## src/rtl/sys_bus_pkg.sv

```systemverilog
// Shared definitions for the cache-side system bus bridge: FSM state
// encodings and the SysRW direction constants used by the cache controller.
package sys_bus_pkg;

    typedef enum logic [1:0] {
        ST_IDLE   = 2'd0,
        ST_RDWAIT = 2'd1,
        ST_RDMEM  = 2'd2,
        ST_RESP   = 2'd3
    } bridge_state_e;

    localparam logic SYS_READ  = 1'b1;
    localparam logic SYS_WRITE = 1'b0;

endpackage

```

## src/rtl/write_buffer.sv

```systemverilog
// One-entry posted write buffer: holds a single address/data pair until the
// memory side acknowledges its drain, and flags reads that hit the entry.
module write_buffer #(
    parameter int ADDR_WIDTH = 32,
    parameter int DATA_WIDTH = 32
) (
    input  logic                  clk_i,
    input  logic                  rst_ni,
    input  logic                  load_i,
    input  logic                  load_on_ack_i,
    input  logic                  clear_on_ack_i,
    input  logic [ADDR_WIDTH-1:0] addr_i,
    input  logic [DATA_WIDTH-1:0] data_i,
    input  logic [ADDR_WIDTH-1:0] cmp_addr_i,
    output logic                  valid_o,
    output logic [ADDR_WIDTH-1:0] addr_o,
    output logic [DATA_WIDTH-1:0] data_o,
    output logic                  hit_o
);

    logic                  valid_q;
    logic [ADDR_WIDTH-1:0] addr_q;
    logic [DATA_WIDTH-1:0] data_q;

    // A reload on the ack edge wins over the clear, keeping the entry valid.
    always_ff @(posedge clk_i or negedge rst_ni) begin
        if (!rst_ni) begin
            valid_q <= 1'b0;
            addr_q  <= '0;
            data_q  <= '0;
        end else if (load_i || load_on_ack_i) begin
            valid_q <= 1'b1;
            addr_q  <= addr_i;
            data_q  <= data_i;
        end else if (clear_on_ack_i) begin
            valid_q <= 1'b0;
        end
    end

    assign valid_o = valid_q;
    assign addr_o  = addr_q;
    assign data_o  = data_q;
    assign hit_o   = valid_q && (addr_q == cmp_addr_i);

endmodule

```

## src/rtl/sys_bus_bridge.sv

```systemverilog
// Bridge between the cache controller's strobe/ready interface and a req/ack
// memory port, with a posted write buffer and ordered, forwarding reads.
module sys_bus_bridge
    import sys_bus_pkg::*;
#(
    parameter int ADDR_WIDTH = 32,
    parameter int DATA_WIDTH = 32
) (
    input  logic                  clock,
    input  logic                  reset,
    input  logic                  SysStrobe,
    input  logic                  SysRW,
    input  logic [ADDR_WIDTH-1:0] SysAddress,
    input  logic [DATA_WIDTH-1:0] SysWData,
    output logic [DATA_WIDTH-1:0] SysRData,
    output logic                  SysReady,
    output logic                  MemReq,
    output logic                  MemWrite,
    output logic [ADDR_WIDTH-1:0] MemAddress,
    output logic [DATA_WIDTH-1:0] MemWData,
    input  logic [DATA_WIDTH-1:0] MemRData,
    input  logic                  MemAck,
    output logic                  WbPending
);

    bridge_state_e         state_q;
    logic [ADDR_WIDTH-1:0] rd_addr_q;
    logic [DATA_WIDTH-1:0] sys_rdata_q;
    logic                  sys_ready_q;
    logic                  mem_req_q;
    logic                  mem_write_q;
    logic [ADDR_WIDTH-1:0] mem_addr_q;
    logic [DATA_WIDTH-1:0] mem_wdata_q;

    logic                  wb_valid;
    logic                  wb_hit;
    logic [ADDR_WIDTH-1:0] wb_addr;
    logic [DATA_WIDTH-1:0] wb_data;

    logic mem_ack, drain_ack, read_ack;
    logic is_wr, is_rd, wb_load, wb_reload, rd_issue_now;

    assign mem_ack   = mem_req_q && MemAck;
    assign drain_ack = mem_ack && mem_write_q;
    assign read_ack  = mem_ack && !mem_write_q;

    assign is_wr     = (state_q == ST_IDLE) && SysStrobe && (SysRW == SYS_WRITE);
    assign is_rd     = (state_q == ST_IDLE) && SysStrobe && (SysRW == SYS_READ);
    assign wb_load   = is_wr && !wb_valid;
    assign wb_reload = is_wr && wb_valid && drain_ack;
    // An empty buffer and idle port let a read miss go out on the next cycle.
    assign rd_issue_now = is_rd && !wb_valid && !mem_req_q;

    write_buffer #(
        .ADDR_WIDTH(ADDR_WIDTH),
        .DATA_WIDTH(DATA_WIDTH)
    ) u_wb (
        .clk_i          (clock),
        .rst_ni         (reset),
        .load_i         (wb_load),
        .load_on_ack_i  (wb_reload),
        .clear_on_ack_i (drain_ack),
        .addr_i         (SysAddress),
        .data_i         (SysWData),
        .cmp_addr_i     (SysAddress),
        .valid_o        (wb_valid),
        .addr_o         (wb_addr),
        .data_o         (wb_data),
        .hit_o          (wb_hit)
    );

    always_ff @(posedge clock or negedge reset) begin
        if (!reset) begin
            state_q     <= ST_IDLE;
            rd_addr_q   <= '0;
            sys_rdata_q <= '0;
            sys_ready_q <= 1'b0;
            mem_req_q   <= 1'b0;
            mem_write_q <= 1'b0;
            mem_addr_q  <= '0;
            mem_wdata_q <= '0;
        end else begin
            sys_ready_q <= 1'b0;
            case (state_q)
                ST_IDLE: begin
                    if (wb_load || wb_reload) begin
                        state_q     <= ST_RESP;
                        sys_ready_q <= 1'b1;
                    end else if (is_rd) begin
                        rd_addr_q <= SysAddress;
                        if (wb_hit) begin
                            sys_rdata_q <= wb_data;
                            state_q     <= ST_RESP;
                            sys_ready_q <= 1'b1;
                        end else if (wb_valid && !drain_ack) begin
                            state_q <= ST_RDWAIT;
                        end else begin
                            state_q <= ST_RDMEM;
                        end
                    end
                end
                ST_RDWAIT: begin
                    if (drain_ack || !wb_valid) begin
                        state_q <= ST_RDMEM;
                    end
                end
                ST_RDMEM: begin
                    if (read_ack) begin
                        sys_rdata_q <= MemRData;
                        state_q     <= ST_RESP;
                        sys_ready_q <= 1'b1;
                    end
                end
                default: begin
                    state_q <= ST_IDLE;
                end
            endcase

            // Every acked transfer forces one idle cycle before the next one.
            if (mem_req_q) begin
                if (MemAck) begin
                    mem_req_q <= 1'b0;
                end
            end else if (rd_issue_now) begin
                mem_req_q   <= 1'b1;
                mem_write_q <= 1'b0;
                mem_addr_q  <= SysAddress;
            end else if (state_q == ST_RDMEM) begin
                mem_req_q   <= 1'b1;
                mem_write_q <= 1'b0;
                mem_addr_q  <= rd_addr_q;
            end else if (wb_valid) begin
                mem_req_q   <= 1'b1;
                mem_write_q <= 1'b1;
                mem_addr_q  <= wb_addr;
                mem_wdata_q <= wb_data;
            end
        end
    end

    assign SysRData   = sys_rdata_q;
    assign SysReady   = sys_ready_q;
    assign MemReq     = mem_req_q;
    assign MemWrite   = mem_write_q;
    assign MemAddress = mem_addr_q;
    assign MemWData   = mem_wdata_q;
    assign WbPending  = wb_valid;

endmodule

```

## config.mk

```make
export PLATFORM = sky130hd
export DESIGN_NAME = sys_bus_bridge
export DESIGN_NICKNAME = d
export VERILOG_FILES = /design/src/rtl/sys_bus_pkg.sv /design/src/rtl/write_buffer.sv /design/src/rtl/sys_bus_bridge.sv
export SDC_FILE = /design/constraint.sdc
export NUM_CORES = 1
export LEC_CHECK = 0
export CAP_MARGIN = 20
export CELL_PAD_IN_SITES_DETAIL_PLACEMENT = 1
export CELL_PAD_IN_SITES_GLOBAL_PLACEMENT = 2
export CORE_UTILIZATION = 37
export CTS_BUF_LIST = sky130_fd_sc_hd__clkbuf_8
export DETAILED_ROUTE_END_ITERATION = 6
export GPL_TIMING_DRIVEN = 1
export PLACE_DENSITY = 0.95
export REMOVE_ABC_BUFFERS = 1
export SLEW_MARGIN = 5
export SYNTH_ARGS = -nofsm -noshare
export SYNTH_HDL_FRONTEND = slang
export SYNTH_SLANG_ARGS = --single-unit
```

## constraint.sdc

```tcl
create_clock -name clock -period 3.9 [get_ports clock]
set_clock_uncertainty 0.05 [all_clocks]
set_input_delay 0.975 -clock clock [delete_from_list [all_inputs] [get_ports clock]]
set_output_delay 0.975 -clock clock [all_outputs]
set_load 0.01 [all_outputs]
```

==> run_1/clocks.png <==
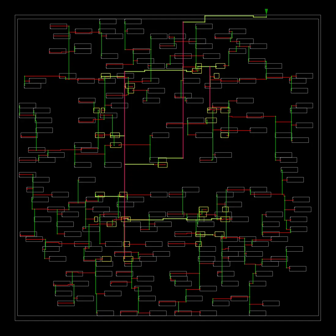
clk_buf instances: 18
clk sink count: 198
Clk power: 1.33 mW
CTS buffer count: 17

==> run_1/layer_met2.png <==
(2 px per µm) Cells faint in the background.
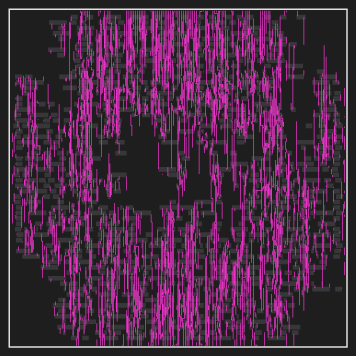
wire length on this layer: 14500 µm
share of all routed wire: 51%
vias: 7803
met2 Use GR: 36.4%

==> results.ini, run 1 <==
[setup_path]
crit_start=SysAddress[6]
endpoint_kind=flip-flop
crit_end=SysRData[15]$_DFFE_PN0P_
critical_path_arrival_ps=3230
rrSetupSlack_ps=1020
r2r_end=SysRData[8]$_DFFE_PN0P_
worstPathRequired_ps=4200
critPathLaunchType=input pin
critPathKind=in2reg
critical_path.max_fanout=32
r2r-start=state_q[0]$_DFFE_PN0P_
r2r_cells=8

[place]
place_hpwl_mm=18.7
place_ws_ps=451
dp.cells=1404
gp_congestion=0.759
io_buffers=200

[route]
drc=0
wl_met1_mm=12.5
routedWlPerCell_um=19.7
viasPerCell=5.43
top_layer=met4
wirelength_mm=28.3
routed-wl-met2_mm=14.5
dr.pass1.iters=6
drt_iter0_drc=386
route.met3.wl_um=970
drtAntennaViolNets=0

[global_route]
antenna_found_initial=0
grt_overflow=0
grt_max_degree=91
grt_pass1_vias=8228
grt_usage_pct=20.5
grt_first_pass_wirelength_mm=45.5

[clock_tree]
clk_pin_slew_worst_paths_ps=100
holdBufCountCts=0
h-tree-depth=4
root_buffer=clkbuf_8
cts_tree=yes
cts_setup_buffers=0
cts.path.max_buffers=2
post_cts_resized=0

[final_timing]
fin_crit_ps=2930
slew_viol_final=0
max_freq_mhz=341
setup_slack_ps=970
relSlewSlack_pct=28.2
rsz0062_at_grt=false
hold_viol_final=0
period_used_pct=75.1
worst_pin_slew_ps=1080
setup_viol_count_final=0
fin_tns_setup_ps=0

[finish]
antenna_cells=0
stdcell_count=1436
fin_nets=1187
post-route-util_pct=47.7
areaGrowthSynthToFinish_pct=26.4
drive_above_1_share_pct=22.3

[power_and_ir_drop]
p_per_area_mw_per_mm2=831
irDropWorstVdd_mv=0.342
cellLeakagePower_nw=5.06
finalPower_mw=10.7

[die]
core_mm2=0.0270
ios=201
die_x_um=168
die_h_um=168
fp_util_pct=37.8
chipArea_mm2=0.0283
row_count=60

[yosys]
top_cells_by_area=dfrtp_1 49%, mux2_2 16%, mux2i_1 6.3%
top_cell_area_share_pct=48.5
synthFlopType=dfrtp_1
edf_count=0
common_cells=198 x dfrtp_1, 147 x mux2_2, 72 x nand2_1, 68 x nor2_1, 64 x mux2i_1
async_flop_share_pct=100
synth_flops=198
synth.most_common_cell=dfrtp_1
yosysUniqueCellTypes=40
syn-cell-area_mm2=0.0102
netlist_instances=919
synth_area_per_cell_um2=11.1
synth_warnings=0
synth-seq-area-share_pct=48.5
ys_area_mm2=0.0102
largest_area_cell=dfrtp_1
ys_cells=919

[hold_path]
hold_class=reg2reg

[run_status]
status=finished clean

[flow_run]
stage_log_warnings=28
max-cap-violations=0

==> run_1/clk_routes.png <==
(3 px per µm)
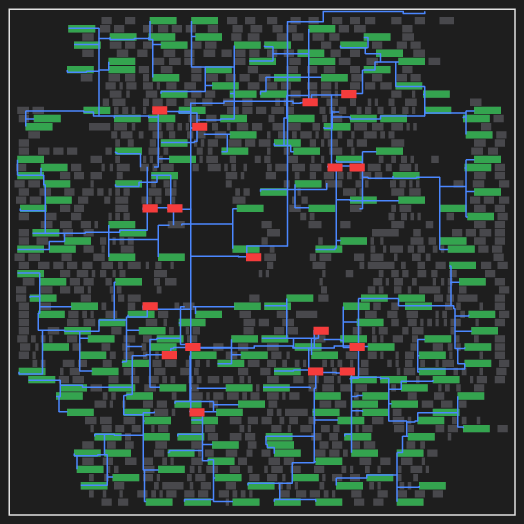
[clock wires] blue | length: 2730 µm
[clock drivers] red | count: 17
[flip-flops] green | count: 198
routed clock nets: 18
Worst-Skew Late Latency: 480 ps
clock power share: 12.4%

[run 1: cells by family (layout without fill, tap and decap cells)]
kind of cell	after synthesis	count (layout)	share of synthesized area, %
AOI/OAI and AO/OA	155	155	10.7
xor gates and xnor gates	28	28	2.40
adders and majority gates	4	4	0.490
buffers and inverters	85	261	4.17
DFF	198	198	48.5
muxes	219	219	23.4
and+or+nand+nor	230	230	10.4
[run 1: report_power, final]
group	switching [mW]	total (mW)	internal (mW)
combinational	2.59	5.52	2.93
clock	0.840	1.33	0.489
sequential	0.797	3.87	3.07
[run 1: worst min-delay path by stage]
stage	startpoint	to	slack, ps	cells after the start
6_report	rd_addr_q[21]$_DFFE_PN0P_	rd_addr_q[21]$_DFFE_PN0P_	440	2
5_1_grt	reset	MemWData[23]$_DFFE_PN0P_	460	1
4_1_cts	rd_addr_q[21]$_DFFE_PN0P_	rd_addr_q[21]$_DFFE_PN0P_	440	2
3_5_place_dp	MemAddress[4]$_DFFE_PN0P_	MemAddress[4]$_DFFE_PN0P_	420	2
3_3_place_gp	MemAddress[7]$_DFFE_PN0P_	MemAddress[7]$_DFFE_PN0P_	410	2
2_1_floorplan	rd_addr_q[21]$_DFFE_PN0P_	rd_addr_q[21]$_DFFE_PN0P_	400	2
[run 1: cells in the final DEF, fill, tap and decap left out, drive strengths merged, types with 2 or more instances in the layout]
cell	netlist	layout
mux2	155	155
xnor2	28	28
nand2b	5	5
mux2i	64	64
a211oi	2	2
nand3	36	36
o21ai	71	71
ha	4	4
or3	3	3
o221ai	2	2
dfrtp	198	198
a31oi	33	33
a21o	2	2
nand4	38	38
clkdlybuf4s50	0	199
o2111ai	2	2
nor2	68	68
nand2	72	72
buf	36	20
nor3	3	3
clkbuf	40	19
clkinv	0	7
a21oi	5	5
o211ai	34	34
inv	9	15
[run 1: layout make-up]
class	count	area [µm²]
clock buffers	18	248
clock inverters	14	136
fillers	2918	14100
inverters	9	33.8
multi-input cells	636	4910
flip-flops and latches	198	4950
well taps	341	427
repair buffers	220	2190
[run 1: worst max-delay path: stages]
cell,delay (ps)
clkdlybuf4s50_1,530
xnor2_1,140
nand4_1,210
or4_2,700
buf_4,320
o211ai_2,230
nand3_1,100
[run 1: registers in the layout, summed over array words and instances (netlist names)]
name          flops
MemReq            1
state_q           2
MemWrite          1
u_wb.data_o      32
SysRData         32
MemAddress       32
SysReady          1
rd_addr_q        32
u_wb.valid_o      1
u_wb.addr_o      32
MemWData         32
[run 1: routing by layer]
metal / GRT usage, % / up-vias
met3: 3.64 / 18
met4: 4.58 / 0
met5: 0 / -
met2: 36.4 / 138
met1: 25.8 / 4004
li1: - / 3643
[run 1: stage by stage]
step	instance area, µm²	hold WS [ps]
2_1_floorplan	9820	400
3_3_place_gp	12500	411
3_5_place_dp	12500	420
4_1_cts	12900	444
5_1_grt	12900	464
6_report	12900	440
==> run 2: changes to the inputs <==
- CORE_UTILIZATION: 37 -> 35
- PLACE_DENSITY: 0.95 -> 0.93
- clock period: 3.9 -> 3 ns (I/O delays scaled with it)
==> run_2/clk_routes.png <==
(3 px per µm)
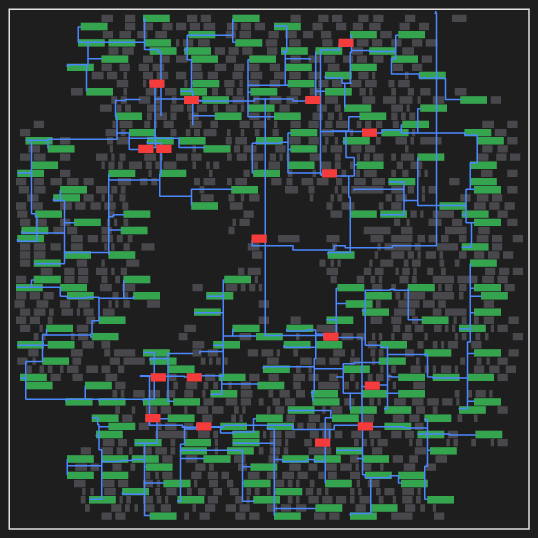
clock power share: 13.2%
Worst-Skew Late Latency: 510 ps
Clk power: 1.89 mW

==> run 2 against run 1 <==
Effect of this change:
- non-clock buffer count grew 12
- design area grew 2.6%
- area after synthesis is the same
- global-route usage down 0.17 points
- die size is 5.6% higher
- flip-flop count unchanged
- cell count is 3.8% higher
- clock power grew 42%
- via count is 0.21% higher
- highest routed layer unchanged
==> results.ini, run 2 <==
[run_status]
status=finished clean

[place]
io_buffers=200
gp_congestion=0.774
dpl_cell_area_mm2=0.0128
place_hpwl_mm=19.0
dp.cells=1459
place_ws_ps=-187

[route]
drt_iter0_drc=350
drc=0
drtAntennaViolNets=0
wirelength_mm=29.3
viasPerCell=5.24
dr.pass1.iters=4
via_count=7819
routedWlPerCell_um=19.6

[setup_path]
critPathSlowestCell=or4_2
critical_path_buf_inv_count=2
critical_path_arrival_ps=3010
crit_chain=clkdlybuf4s50_1 -> xnor2_1 -> nand4_1 -> or4_2 -> buf_12 -> o211ai_1 -> nand3_1
worstPathRequired_ps=3340
critPathMaxStageDelay_ps=780
critical_path.max_fanout=32
endpoint_kind=flip-flop
critPathKind=in2reg
critPathLaunchType=input pin
path_delay_family=simple AND/OR/NAND/NOR gates

[final_timing]
fin_crit_ps=2670
period_used_pct=89.0
relSlewSlack_pct=63.0
max_freq_mhz=374
worst_pin_slew_ps=555
slew_viol_final=0
setup_viol_count_final=0
setup_slack_ps=329
rsz0062_at_grt=false
hold_viol_final=0

[yosys]
synth-seq-area-share_pct=48.5
synth-adder-area-share_pct=0.490
synthXorXnorAreaFrac_pct=2.40
common_cells=198 x dfrtp_1, 147 x mux2_2, 72 x nand2_1, 68 x nor2_1, 64 x mux2i_1
largest_area_cell=dfrtp_1
yosys.area_share.simple_pct=10.4
synthFlopType=dfrtp_1
yosysUniqueCellTypes=40
ys_area_mm2=0.0102
edf_count=0
aoi_share_pct=10.7
ys_sh_mux_pct=23.4
synth_flops=198
ys_cells=919
top_cells_by_area=dfrtp_1 49%, mux2_2 16%, mux2i_1 6.3%
async_flop_share_pct=100
synth_warnings=0
netlist_instances=919
synth.most_common_cell=dfrtp_1
logic_family=multiplexers
top_cell_area_share_pct=48.5
synth_area_per_cell_um2=11.1
syn-cell-area_mm2=0.0102

[power_and_ir_drop]
p_per_area_mw_per_mm2=1080
cellLeakagePower_nw=5.19
irDropWorstVdd_mv=0.531

[finish]
stdcell_count=1491
fin_nets=1199
nFillCells=3096
areaGrowthSynthToFinish_pct=29.7
lay_top_count=clkdlybuf4s50_1
post-route-util_pct=46.1
final_area_mm2=0.0132
drive_above_1_share_pct=23.0
layout_top_cells=199 x clkdlybuf4s50_1, 198 x dfrtp_1, 147 x mux2_2, 72 x nand2_1, 68 x nor2_1

[flow_run]
stage_log_warnings=28
max-cap-violations=0

[clock_tree]
h-tree-depth=4
post_cts_resized=0
clk_pin_slew_worst_paths_ps=110
root_buffer=clkbuf_8
cts_inserted_buffers=17
cts_tree=yes
cts_sinks=198
cts_setup_buffers=0
holdBufCountCts=0
cts.path.max_buffers=2

[global_route]
grt_first_pass_wirelength_mm=48.1
grt_pass1_vias=8578
grt_max_degree=76
antenna_found_initial=1
grt_overflow=0
grt_usage_pct=20.3

[hold_path]
hold_class=in2async

[die]
ios=201
chipArea_mm2=0.0299
die_h_um=173
fp_util_pct=35.6
core_mm2=0.0287
die_x_um=173
row_count=62

==> run_2/clocks.png <==
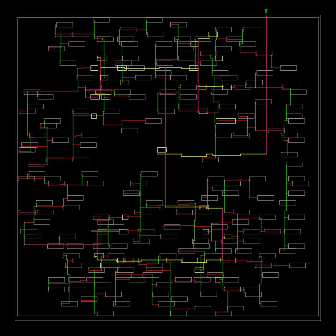
clk_buf instances: 17
FFs & Latches: 198

## run 2: cell families (layout without fill, tap and decap cells)
group,after synthesis,in the layout
buffers and inverters,85,272
other,0,1
AND-OR/OR-AND,155,155
flip-flops,198,198
AND/OR/NAND/NOR,230,230
XOR/XNOR,28,28
multiplexers,219,219
adder cells (fa/ha/maj),4,4
## run 2: worst register-to-register path, cell delays in order (launching register included)
cell and delay (ps):
dfrtp_1 450, inv_1 190, ha_4 330, nand2b_1 140, a22oi_2 210, buf_12 250
mux2_2 370, a31oi_1 160, nand3_1 110
## run 2: power breakdown
group          switching [mW]  total (mW)  internal, mW
Sequential               1.06        5.06          4.00
Combinational            3.42        7.35          3.93
Clock                    1.11        1.89         0.783
## run 2: layer usage
metal  global-route usage [%]  up-vias  wire (µm)
met5                        0        -          0
met4                     5.13        0        354
met3                     3.98       23        984
met2                     36.2      119      15200
met1                     25.0     4015      12700
li1                         -     3662          -
## run 2: area by class of cell
cell class	count	area, µm²	area share (%)
sequential	198	4950	37.4
inverter	9	33.8	0.255
clock inverter	14	181	1.37
antenna	1	2.50	0.0189
tap	384	480	3.63
clock buffer	17	234	1.77
timing repair buffer	232	2450	18.5
multi-input combinational	636	4910	37.1
## run 2: path summary, 6_finish.rpt
kind	startpoint	end	slack [ps]	cells past startpoint
max in group asynchronous	reset	u_wb.data_o[10]$_DFFE_PN0N_	1940	2
min reg2reg	MemAddress[21]$_DFFE_PN0P_	MemAddress[21]$_DFFE_PN0P_	440	2
min in group clock	MemAddress[21]$_DFFE_PN0P_	MemAddress[21]$_DFFE_PN0P_	440	2
min	reset	u_wb.data_o[29]$_DFFE_PN0N_	180	1
max reg2reg	state_q[0]$_DFFE_PN0P_	SysRData[21]$_DFFE_PN0P_	600	8
max	SysAddress[20]	SysRData[23]$_DFFE_PN0P_	330	7
## run 2: per-stage QoR
stage          setup TNS [ps]  total power, mW  hold WS (ps)
2_1_floorplan         -740060             9.51           400
3_3_place_gp            -1910             12.2           412
3_5_place_dp            -3750             12.5           424
4_1_cts                     0             14.5           172
5_1_grt                     0             15.3           189
6_report                    0             14.3           185
==> run_2/layer_met2.png <==
(2 px per µm) Cells faint in the background.
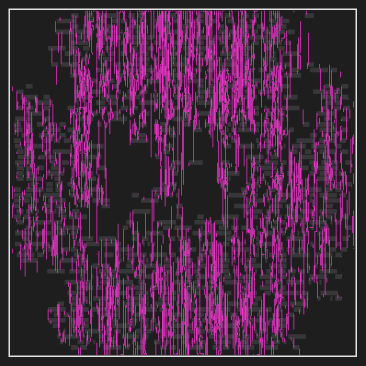

==> run 3: changes to the inputs <==
- CORE_UTILIZATION: 35 -> 43
- DONT_BUFFER_PORTS: unset -> 1
==> run_3/layer_met2.png <==
(2 px per µm) Cells faint in the background.
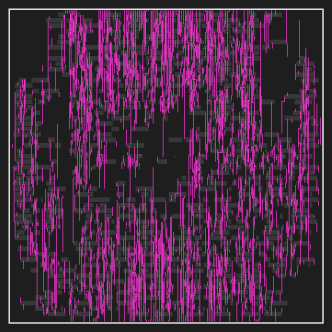
share of all routed wire: 51%
longest straight run: 74.3 µm
main direction: vertical
wire length on this layer: 13000 µm
nets with wire on the layer: 857

==> run_3/clk_routes.png <==
(4 px per µm)
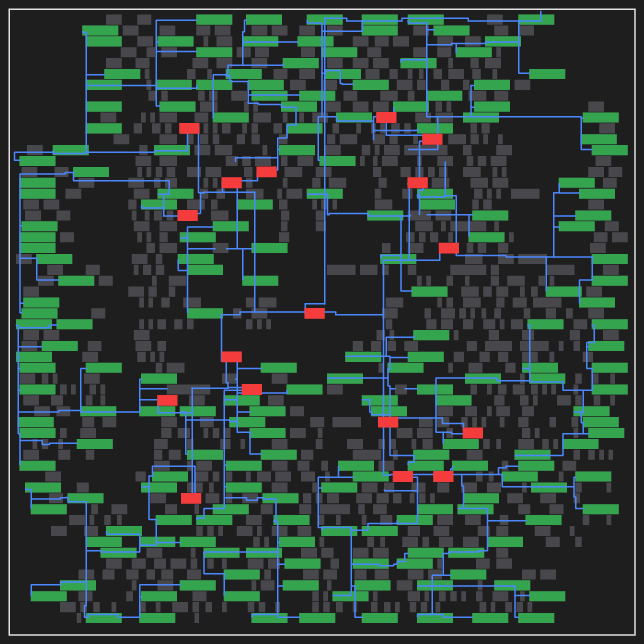
[clock drivers] red | count: 17
[clock wires] blue | length: 2540 µm
[flip-flops] green | count: 198
flops lie: widely spread
routed clock nets: 18

==> run 3 against run 2 <==
Effect of this change:
- the flow now finishes with violations (negative hold slack)
- cell count down 19%
- register-to-register slack got worse by 180 ps
- setup slack improved by 91 ps
- combinational power decreased by 28%
- routed wire length is 12% lower
- via count shrank 11%
- clock power down 5%
- first-iteration DRC count shrank 10%
- maximum frequency increased by 3.5%
- critical endpoint is now MemAddress[14]$_DFFE_PN0P_
==> results.ini, run 3 <==
[global_route]
antenna_found_initial=0
grt_max_degree=199
grt_pass1_vias=7342
grt_usage_pct=21.6
grt_first_pass_wirelength_mm=40.9
grt_overflow=0

[clock_tree]
clk_pin_slew_worst_paths_ps=110
post_cts_resized=0
cts_tree=yes
cts.path.max_buffers=2
h-tree-depth=4
cts_inserted_buffers=17
cts_sinks=198
root_buffer=clkbuf_8
cts_setup_buffers=0
clkLatencyLatePin_ps=480

[yosys]
synth_warnings=0
ys_cells=919
synth_flops=198
ys_area_mm2=0.0102
largest_area_cell=dfrtp_1
common_cells=198 x dfrtp_1, 147 x mux2_2, 72 x nand2_1, 68 x nor2_1, 64 x mux2i_1
netlist_instances=919
synth_area_per_cell_um2=11.1
top_cells_by_area=dfrtp_1 49%, mux2_2 16%, mux2i_1 6.3%
async_flop_share_pct=100
edf_count=0
yosysUniqueCellTypes=40
syn-cell-area_mm2=0.0102
top_cell_area_share_pct=48.5
synthFlopType=dfrtp_1
synth.most_common_cell=dfrtp_1
synth-seq-area-share_pct=48.5

[setup_path]
critical_path.max_fanout=64
critPathLaunchType=flip-flop
critical_path_arrival_ps=2900
worstPathRequired_ps=3330
endpoint_kind=flip-flop
critPathKind=reg2reg

[power_and_ir_drop]
p_int_mw=7.48
p_clk_share_pct=14.2
netSwitchingPower_mw=5.15
irDropWorstVdd_mv=0.399
finalPower_mw=12.6
cellLeakagePower_nw=4.31
pwr-share-comb_pct=42.1
p_per_area_mw_per_mm2=1150
swShare_pct=40.8
p_seq_share_pct=43.8

[route]
top_layer=met4
routedWlPerCell_um=21.1
via_count=6937
dr.pass1.iters=4
drc=0
routed-wl-met2_mm=13.0
drtAntennaViolNets=0
wirelength_mm=25.6
route.met3.wl_mm=1.32
wl_met1_mm=11.1
viasPerCell=5.71
drt_iter0_drc=315

[final_timing]
relSlewSlack_pct=48.5
hold_viol_final=60
max_freq_mhz=388
worst_pin_slew_ps=773
fin_tns_setup_ps=0
hold_slack_ps=-99.2
setup_viol_count_final=0
fin_crit_ps=2580
rsz0062_at_grt=false
period_used_pct=86.0
slew_viol_final=0

[place]
io_buffers=0
gp_congestion=0.802
place_hpwl_mm=16.7

[die]
ios=201
die_h_um=156
chipArea_mm2=0.0244
row_count=56
core_mm2=0.0234
fp_util_pct=43.6
die_x_um=156

[finish]
fin_nets=988
antenna_cells=0
nFillCells=2521
areaGrowthSynthToFinish_pct=7.21
layout_top_cells=198 x dfrtp_1, 147 x mux2_2, 72 x nand2_1, 68 x nor2_1, 64 x mux2i_1
lay_top_count=dfrtp_1
drive_above_1_share_pct=27.0

[flow_run]
max-cap-violations=0
stage_log_warnings=32

[run_status]
failed_checks=negative hold slack
status=finished, violations left

[hold_path]
hold_class=in2async

-- run 3: cell counts after synthesis --
No cell type changed its count.
-- run 3: per-layer routing --
layer | up-vias | GRT usage [%]
li1 | 3233 | -
met3 | 23 | 5.00
met2 | 135 | 36.5
met1 | 3546 | 27.5
met4 | 0 | 6.16
met5 | - | 0
-- run 3: power by group through the flow --
stage	Sequential [mW]	Clock (mW)	Combinational [mW]
finish	5.53	1.79	5.31
global route	5.72	1.94	5.93
CTS	5.55	1.85	5.39
detailed placement	5.60	0	5.37
global placement	5.50	0	5.15
floorplan	5.14	0	4.37
-- run 3: worst paths after layout --
| check | start | end | slack [ps] | depth (start not counted) |
|---|---|---|---|---|
| worst min-delay path | reset | MemWData[2]$_DFFE_PN0P_ | -100 | 0 |
| worst max register to register | state_q[1]$_DFFE_PN0P_ | MemAddress[14]$_DFFE_PN0P_ | 420 | 8 |
| worst min register to register | rd_addr_q[9]$_DFFE_PN0P_ | rd_addr_q[9]$_DFFE_PN0P_ | 450 | 2 |
| max in group asynchronous | reset | SysRData[30]$_DFFE_PN0P_ | 2330 | 0 |
| min in group clock | MemAck | MemReq$_DFF_PN0_ | 300 | 1 |
| worst max-delay path | state_q[1]$_DFFE_PN0P_ | MemAddress[14]$_DFFE_PN0P_ | 420 | 8 |
-- run 3: metrics by stage --
step	worst slack (ps)	std cells	util, %	cell area, µm²
final	421	1215	46.8	10900
after detailed placement	379	1183	45.0	10500
after global routing	228	1215	46.8	10900
after floorplan	-5630	843	-	9820
after global placement	418	1183	45.0	10500
after CTS	427	1215	46.8	10900
-- run 3: kinds of logic (layout without fill, tap and decap cells) --
kind of cell	count (synthesis)	count (layout)	share of synthesized area, %
adder cells (fa/ha/maj)	4	4	0.490
buffers and inverters	85	62	4.17
flip-flops	198	198	48.5
XOR/XNOR	28	28	2.40
AND-OR/OR-AND	155	155	10.7
AND/OR/NAND/NOR	230	230	10.4
multiplexers	219	219	23.4
-- run 3: layout make-up --
class                           count  area [µm²]  area share (%)
Clock inverter                     15         171            1.57
Sequential cell                   198        4950            45.3
Inverter                            9        33.8           0.309
Clock buffer                       17         234            2.14
Timing Repair Buffer               21         245            2.24
Tap cell                          319         399            3.65
Multi-Input combinational cell    636        4910            44.8
-- run 3: worst max-delay path: stages, from the launching register on --
cell and delay (ps):
dfrtp_1 490, inv_1 160, ha_4 360, nand3_2 210, or3_2 460, buf_4 310, nand2_1 120, o21ai_0 70
o21ai_0 210
Power is estimated from default activity; no workload was simulated.
